Design layer_ctrl, sky130hd; sources not shown.
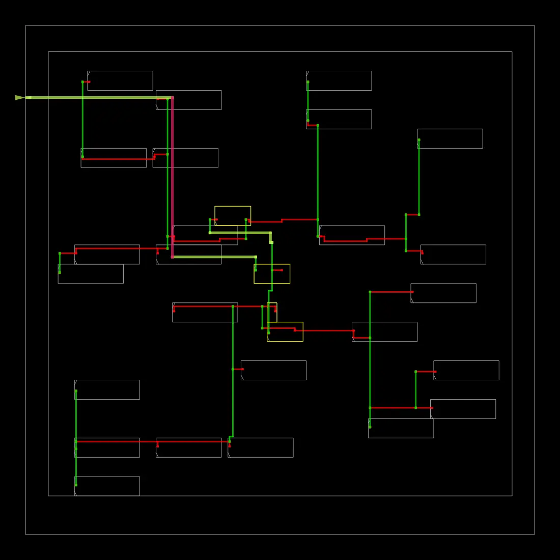
final_clocks.png
clock network power: 0.116 mW
clk ins delay skew pair: 0.27 ns

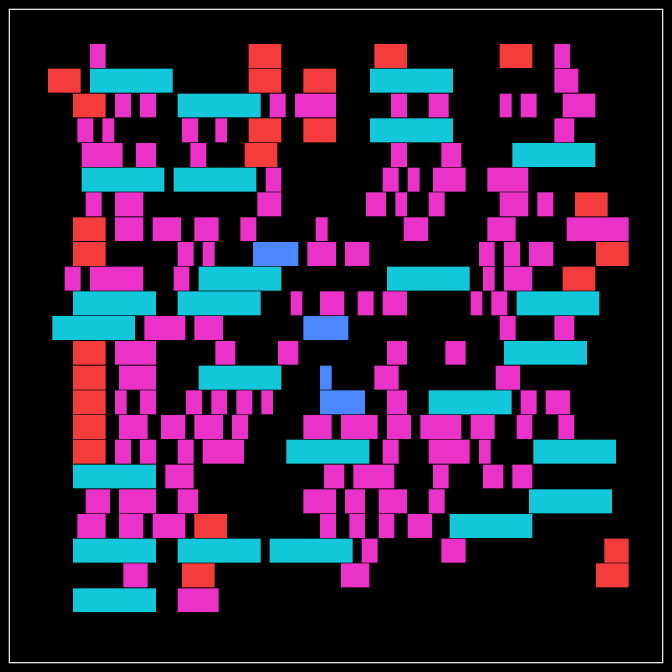
cell_classes.png
legend:
  clock drivers and dummy loads:
    color: blue
    cells: 4
  flops:
    color: cyan
    cells: 25
  other buffers and delay cells:
    color: red
    cells: 24
  all other logic:
    color: magenta
    cells: 125
Placeable Area: 0.00409 mm2
fin area: 0.00184 mm2
Util after Layout: 0.451

==> CHANGELOG.md <==
## Implementation

- Max reg flops: 5
- Register Area: roughly 630 um2
- Reg power frac: 0.422
- Count of non-CTS inverters in the layout: 2
- Main flop type after synthesis: dfrtp_1
- Hold crit path type: register to register
- Largest net degree at the start of global routing: 27
- Global-route wire length before repair: about 6.6 mm
- Worst-path fanout max: 7
- Status: finished, final reports clean
- M3 GR Usage: 0.0309
- Grt total ovfl: 0
- Int Power: a little under 0.5 mW
- P_sw: between 0.3 and 0.4 mW
- Setup TNS: 0 ns
- WL met1: about 1.9 mm
- Top Family by Delay on Critical Path: buffers and inverters
- DRT Pass-1 Iters: 4
- FMAX: approximately 430 MHz
- Worst Path Required: between 4 and 5 ns
- Crit path time final: 2.30 ns
- Cells on worst reg2reg path: 3
- Met2 wire length: ~1.8 mm
- Crit-path cells: clkdlybuf4s50_1
- Adder-Cell Fraction of Synth Area: 0.0483
- CTS HTree Levels: 1
- DR top layer: met4
- Yosys stat area: around 0.0016 mm2
- Dpl ws: 2.92 ns
- Fin crit share: 0.434
- HPWL Detailed: about 2.6 mm
- Post-synthesis async set-or-reset flop share: 1.00
- Synth area leader: dfrtp_1
- All-Layer GR Usage: 0.156
- Ys Warns: 0
- Multiplexer share: 0.0129
- Non-clk buf share: 0.129
- Leakage Power: about 0.72 nW
- Dominant logic cell type in the layout: dfrtp_1
- Post-DR wirelength/cell: around 17 um
- PortBufs: 23
- Post-Syn Instances: approximately 160
- Critical path depth: 1
- OpenROAD warning count: 28
- Detail Route met3 WL: 104 um
- Final antenna diode count: 0
- Worst setup margin: 3.00 ns
- Via count: around 1,300
- Max clock buf depth: 2
- Mapped Avg Cell Area: 9.77 um2
- # Post-CTS Setup Buffers: 0
- Final std cells w/o fill: approximately 230
- MI comb cells: 123
- Worst VDD drop: between 0.0001 and 0.00015 V
- Slew Limit Fails: 0
- CTS sink cnt: 25
- Die Area: just over 0.005 mm2
- Post-detailed-route via-to-cell ratio: between 5 and 6
- Max-slew headroom: 0.453
- GP Congestion: approximately 0.81
- Clk pwr share: 0.141
- Signal buffers: 24
- Comb area share: 0.469
- # fillers: about 460
- PostCTS Resize Cnt: 0
- Cell Type Count: 52
Power is estimated from default activity; no workload was simulated.
